### src/rtl/fetch_pkg.sv
// Shared constants and types for the instruction fetch stage.
package fetch_pkg;

  localparam int XLEN = 32;
  localparam logic [XLEN-1:0] RESET_PC = 32'h0000_0000;

  // RISC-V base instruction field positions and widths
  localparam int OPC_LSB = 0;
  localparam int OPC_W   = 7;
  localparam int RD_LSB  = 7;
  localparam int RD_W    = 5;
  localparam int F3_LSB  = 12;
  localparam int F3_W    = 3;
  localparam int RS1_LSB = 15;
  localparam int RS1_W   = 5;
  localparam int RS2_LSB = 20;
  localparam int RS2_W   = 5;
  localparam int F7_LSB  = 25;
  localparam int F7_W    = 7;

  localparam logic [6:0] OPC_RTYPE = 7'b0110011;

  typedef struct packed {
    logic [XLEN-1:0] pc;
    logic [XLEN-1:0] inst;
  } fetch_entry_t;

endpackage

### src/rtl/fetch_fifo.sv
// In-order instruction buffer with first-word fall-through head.
// While empty, head shows the most recently popped entry.
module fetch_fifo #(
  parameter int DEPTH = 2,
  parameter int WIDTH = 64
) (
  input  logic                     clk,
  input  logic                     rst_n,
  input  logic                     push_i,
  input  logic [WIDTH-1:0]         wdata_i,
  input  logic                     pop_i,
  output logic [WIDTH-1:0]         head_o,
  output logic [$clog2(DEPTH):0]   count_o,
  output logic                     full_o,
  output logic                     empty_o
);

  localparam int AW = $clog2(DEPTH);

  logic [WIDTH-1:0] mem_q [DEPTH];
  logic [AW-1:0]    wr_ptr_q, wr_ptr_d;
  logic [AW-1:0]    rd_ptr_q, rd_ptr_d;
  logic [AW:0]      count_q, count_d;
  logic [AW-1:0]    head_idx;

  always_comb begin
    wr_ptr_d = push_i ? wr_ptr_q + AW'(1) : wr_ptr_q;
    rd_ptr_d = pop_i ? rd_ptr_q + AW'(1) : rd_ptr_q;
    count_d  = count_q;
    case ({push_i, pop_i})
      2'b10:   count_d = count_q + (AW+1)'(1);
      2'b01:   count_d = count_q - (AW+1)'(1);
      default: count_d = count_q;
    endcase
  end

  always_ff @(posedge clk or negedge rst_n) begin
    if (!rst_n) begin
      for (int i = 0; i < DEPTH; i++) mem_q[i] <= '0;
      wr_ptr_q <= '0;
      rd_ptr_q <= '0;
      count_q  <= '0;
    end else begin
      if (push_i) mem_q[wr_ptr_q] <= wdata_i;
      wr_ptr_q <= wr_ptr_d;
      rd_ptr_q <= rd_ptr_d;
      count_q  <= count_d;
    end
  end

  // The slot behind the read pointer is the last entry popped; it is
  // never overwritten while empty because writes land at rd_ptr_q.
  assign head_idx = empty_o ? rd_ptr_q - AW'(1) : rd_ptr_q;
  assign head_o   = mem_q[head_idx];
  assign count_o  = count_q;
  assign empty_o  = (count_q == '0);
  assign full_o   = (count_q == (AW+1)'(DEPTH));

endmodule

### src/rtl/fetch_stage.sv
// Instruction fetch stage: credit-limited PC sequencer, in-order buffer
// and field split for decode. Optional counters under FETCH_PERF_CNT_EN.
module fetch_stage #(
  parameter int              XLEN     = fetch_pkg::XLEN,
  parameter logic [XLEN-1:0] RESET_PC = fetch_pkg::RESET_PC,
  parameter int              DEPTH    = 2
) (
  input  logic            clk,
  input  logic            rst_n,
  input  logic            fetch_en,
  output logic            imem_req_valid,
  input  logic            imem_req_ready,
  output logic [XLEN-1:0] imem_req_addr,
  input  logic            imem_rsp_valid,
  input  logic [XLEN-1:0] imem_rsp_data,
  output logic            inst_valid,
  input  logic            inst_ready,
  output logic [XLEN-1:0] inst_pc,
  output logic [6:0]      opcode,
  output logic [4:0]      rd,
  output logic [2:0]      funct3,
  output logic [4:0]      rs1,
  output logic [4:0]      rs2,
  output logic [6:0]      funct7
`ifdef FETCH_PERF_CNT_EN
  ,
  output logic [31:0]     perf_fetch_cnt,
  output logic [31:0]     perf_stall_cnt
`endif
);

  import fetch_pkg::*;

  localparam int CW = $clog2(DEPTH) + 1;
  localparam logic [CW:0] DEPTH_C = (CW+1)'(DEPTH);

  logic [XLEN-1:0]   req_pc_q, req_pc_d;
  logic [XLEN-1:0]   rsp_pc_q, rsp_pc_d;
  logic [CW-1:0]     out_q, out_d;
  logic              en_q;
  logic              hold_q, hold_d;
  logic [CW:0]       credit_used;
  logic              accept, pop;
  logic [CW-1:0]     fifo_count;
  logic              fifo_full, fifo_empty;
  logic [2*XLEN-1:0] head;
  logic [XLEN-1:0]   head_inst;

  // Handshake: a transfer happens on a cycle where valid && ready are both
  // high; once raised, valid and its payload hold until that cycle.
  always_comb begin
    credit_used    = {1'b0, out_q} + {1'b0, fifo_count};
    imem_req_valid = hold_q | (en_q & fetch_en & (credit_used < DEPTH_C));
    accept         = imem_req_valid & imem_req_ready;
    hold_d         = imem_req_valid & ~imem_req_ready;
    req_pc_d       = accept ? req_pc_q + XLEN'(4) : req_pc_q;
    rsp_pc_d       = imem_rsp_valid ? rsp_pc_q + XLEN'(4) : rsp_pc_q;
    out_d          = out_q;
    case ({accept, imem_rsp_valid})
      2'b10:   out_d = out_q + CW'(1);
      2'b01:   out_d = out_q - CW'(1);
      default: out_d = out_q;
    endcase
  end

  always_ff @(posedge clk or negedge rst_n) begin
    if (!rst_n) begin
      req_pc_q <= RESET_PC;
      rsp_pc_q <= RESET_PC;
      out_q    <= '0;
      en_q     <= 1'b0;
      hold_q   <= 1'b0;
    end else begin
      req_pc_q <= req_pc_d;
      rsp_pc_q <= rsp_pc_d;
      out_q    <= out_d;
      en_q     <= 1'b1;
      hold_q   <= hold_d;
    end
  end

  fetch_fifo #(.DEPTH(DEPTH), .WIDTH(2*XLEN)) u_fifo (
    .clk     (clk),
    .rst_n   (rst_n),
    .push_i  (imem_rsp_valid),
    .wdata_i ({rsp_pc_q, imem_rsp_data}),
    .pop_i   (pop),
    .head_o  (head),
    .count_o (fifo_count),
    .full_o  (fifo_full),
    .empty_o (fifo_empty)
  );

  a_no_push_when_full: assert property (@(posedge clk) disable iff (!rst_n)
    !(imem_rsp_valid && fifo_full));

  assign imem_req_addr = req_pc_q;
  assign inst_valid    = ~fifo_empty;
  assign pop           = inst_valid & inst_ready;
  assign inst_pc       = head[2*XLEN-1:XLEN];
  assign head_inst     = head[XLEN-1:0];
  assign opcode        = head_inst[OPC_LSB +: OPC_W];
  assign rd            = head_inst[RD_LSB  +: RD_W];
  assign funct3        = head_inst[F3_LSB  +: F3_W];
  assign rs1           = head_inst[RS1_LSB +: RS1_W];
  assign rs2           = head_inst[RS2_LSB +: RS2_W];
  assign funct7        = head_inst[F7_LSB  +: F7_W];

`ifdef FETCH_PERF_CNT_EN
  logic [31:0] fetch_cnt_q, stall_cnt_q;

  always_ff @(posedge clk or negedge rst_n) begin
    if (!rst_n) begin
      fetch_cnt_q <= '0;
      stall_cnt_q <= '0;
    end else begin
      if (pop)                       fetch_cnt_q <= fetch_cnt_q + 32'd1;
      if (inst_valid && !inst_ready) stall_cnt_q <= stall_cnt_q + 32'd1;
    end
  end

  assign perf_fetch_cnt = fetch_cnt_q;
  assign perf_stall_cnt = stall_cnt_q;
`endif

endmodule

### config.mk
export PLATFORM = sky130hd
export DESIGN_NAME = fetch_stage
export DESIGN_NICKNAME = d
export VERILOG_FILES = /design/src/rtl/fetch_pkg.sv /design/src/rtl/fetch_fifo.sv /design/src/rtl/fetch_stage.sv
export SDC_FILE = /design/constraint.sdc
export NUM_CORES = 1
export LEC_CHECK = 0
export CAP_MARGIN = 20
export CORE_UTILIZATION = 45
export CTS_CLUSTER_DIAMETER = 50
export DETAILED_ROUTE_END_ITERATION = 10
export HOLD_SLACK_MARGIN = 0.06
export PLACE_DENSITY_LB_ADDON = 0.2
export REMOVE_ABC_BUFFERS = 1
export SKIP_CTS_REPAIR_TIMING = 1
export SYNTH_ARGS = -nofsm -noshare
export SYNTH_HDL_FRONTEND = slang
export SYNTH_SLANG_ARGS = --single-unit
### constraint.sdc
create_clock -name clk -period 2.5 [get_ports clk]
set_clock_uncertainty 0.2 [all_clocks]
set_input_delay 0.5 -clock clk [delete_from_list [all_inputs] [get_ports clk]]
set_output_delay 0.5 -clock clk [all_outputs]
set_load 0.02 [all_outputs]
gate_families.png
(3 px per um)
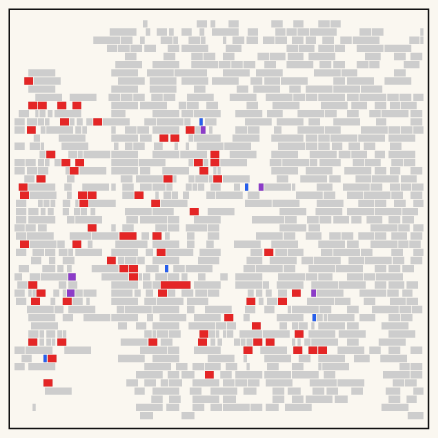
legend:
  red:
    family: XOR/XNOR gates
    cells: 67
  blue:
    family: inverters
    cells: 5
  purple:
    family: inverting AOI/OAI gates
    cells: 5

clock_map.png
(3 px per um)
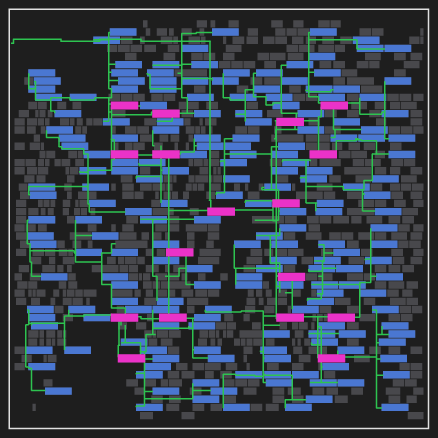
legend:
  blue:
    item: flip-flops
    count: 192
  green:
    item: clock wires
    length: 2030 um
  magenta:
    item: cells driving clock nets
    count: 17
routed clock nets: 18

final_congestion.png
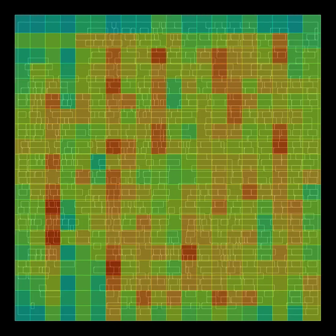
GR Layer Usage met3: 4.54%
Finished Core Util: 62.0%
gr usage total: 18.4%
met2 usage: 30.4%

wire_density.png
(3 px per um) The die is cut into 28 by 28 equal tiles; white is low, dark blue is high, scaled to the fullest tile. Values are wire area over tile area, all layers added.
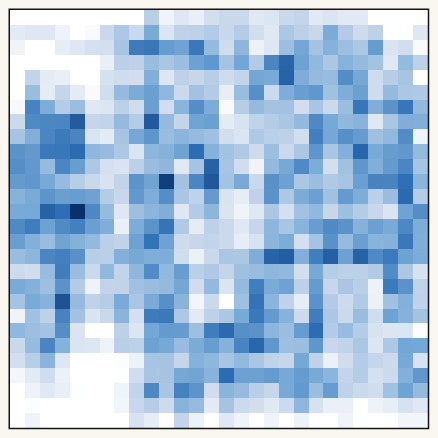
fullest tile: 0.40
tiles over half the peak: 25%
mean over tiles: 0.14
nearly empty tiles: 8.8%
emptiest ninth of the die: lower left

port_nets.png
(3 px per um)
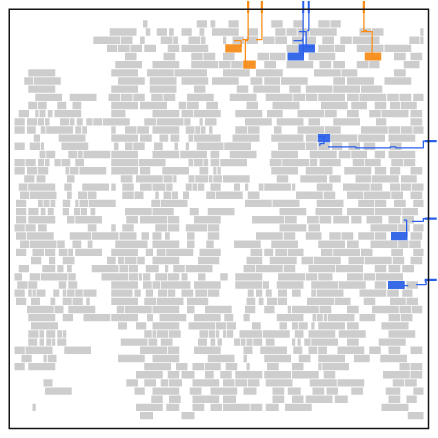
legend:
  blue:
    port: `rd`
    bits: 5
    direction: output
    end_cells: 5
    buffers: 5
    wire: 96.8 um
  orange:
    port: `funct3`
    bits: 3
    direction: output
    end_cells: 3
    buffers: 3
    wire: 60.0 um

==> ci_impl_report.md <==
### Flow metrics

| Metric | Value |
|---|---|
| First-pass GRT wire length | `28300 um` |
| Ys flop type | `dfrtp_1` |
| DR iter-0 viols | `159` |
| Pin count of the biggest net entering global routing | `75` |
| Ys Warns | `0` |
| Max-cap violations | `0` |
| DP Worst Slack | `-0.346 ns` |
| Crit path capture type | `output port` |
| Gr busiest metal | `met2` |
| Initial Utilization | `46.6%` |
| Initial antenna violation count | `0` |
| Psw | `4.71 mW` |
| Adder Share, Synth | `0.826%` |
| Comb/total area | `32.7%` |
| R2R Setup Slk | `-0.02 ns` |
| Final WS setup | `-0.311 ns` |
| Capture point of the critical path | `funct3[1]` |
| Seq/Total Area, Yosys | `56.7%` |
| Final min period | `2.81 ns` |
| ClkCell Share | `5.65%` |
| Reg2reg end | `out_q[1]$_DFFE_PN0P_` |
| Most frequent logic cell in the layout | `dfrtp_1` |
| CP max-delay cell | `dfrtp_1` |
| MUX share of area | `24.6%` |
| Fraction of cell area in non-clock buffers | `16.4%` |
| DR vias/cell | `5.20` |
| Failing checks | `negative setup slack` |
| Power per cell area | `1270 nW/um^2` |
| Non-clk bufs | `175` |
| Signal inverters | `5` |
| OpenROAD warning count | `26` |
| Critical Path, Cell by Cell | `or2_4 -> xor2_4 -> buf_6 -> buf_8 -> mux2_2 -> buf_6` |
| Clock group | `2.87 mW` |
| Largest area class, layout | `registers` |
| Levels on crit path | `6` |
| H-tree Lvls | `4` |
| Flop share of the area | `42.5%` |
| Final setup vio count | `64` |
| Clock buffers | `21` |
| P_int | `9.63 mW` |
| CP peak stage delay | `0.39 ns` |
| Endpoint, Worst Hold | `imem_req_addr[31]$_DFFE_PN0P_` |
| Complex Gates by Area | `0.472%` |
| Synth Area in XOR/XNOR | `6.92%` |
| Hold path start | `imem_req_addr[31]$_DFFE_PN0P_` |
| Clock transition at the registers of the reported paths | `0.06 ns` |
| Pleak | `5.36 nW` |
| Peak supply drop | `0.648 mV` |
| Number of enable flip-flop cells | `0` |
| Hold_ws | `0.283 ns` |
| Largest register by flop count | `u_fifo.mem_q` |
| Run status | `finished, violations left` |
| TritonCTS clock tree | `yes` |
| Fin area | `11300 um^2` |
| Top cells by count | `dfrtp_1 (192), mux2_2 (179), xnor2_1 (45)` |
| Top power group | `combinational cells` |
| Post-synthesis chip area from yosys | `8480 um^2` |
Power is estimated from default activity; no workload was simulated.
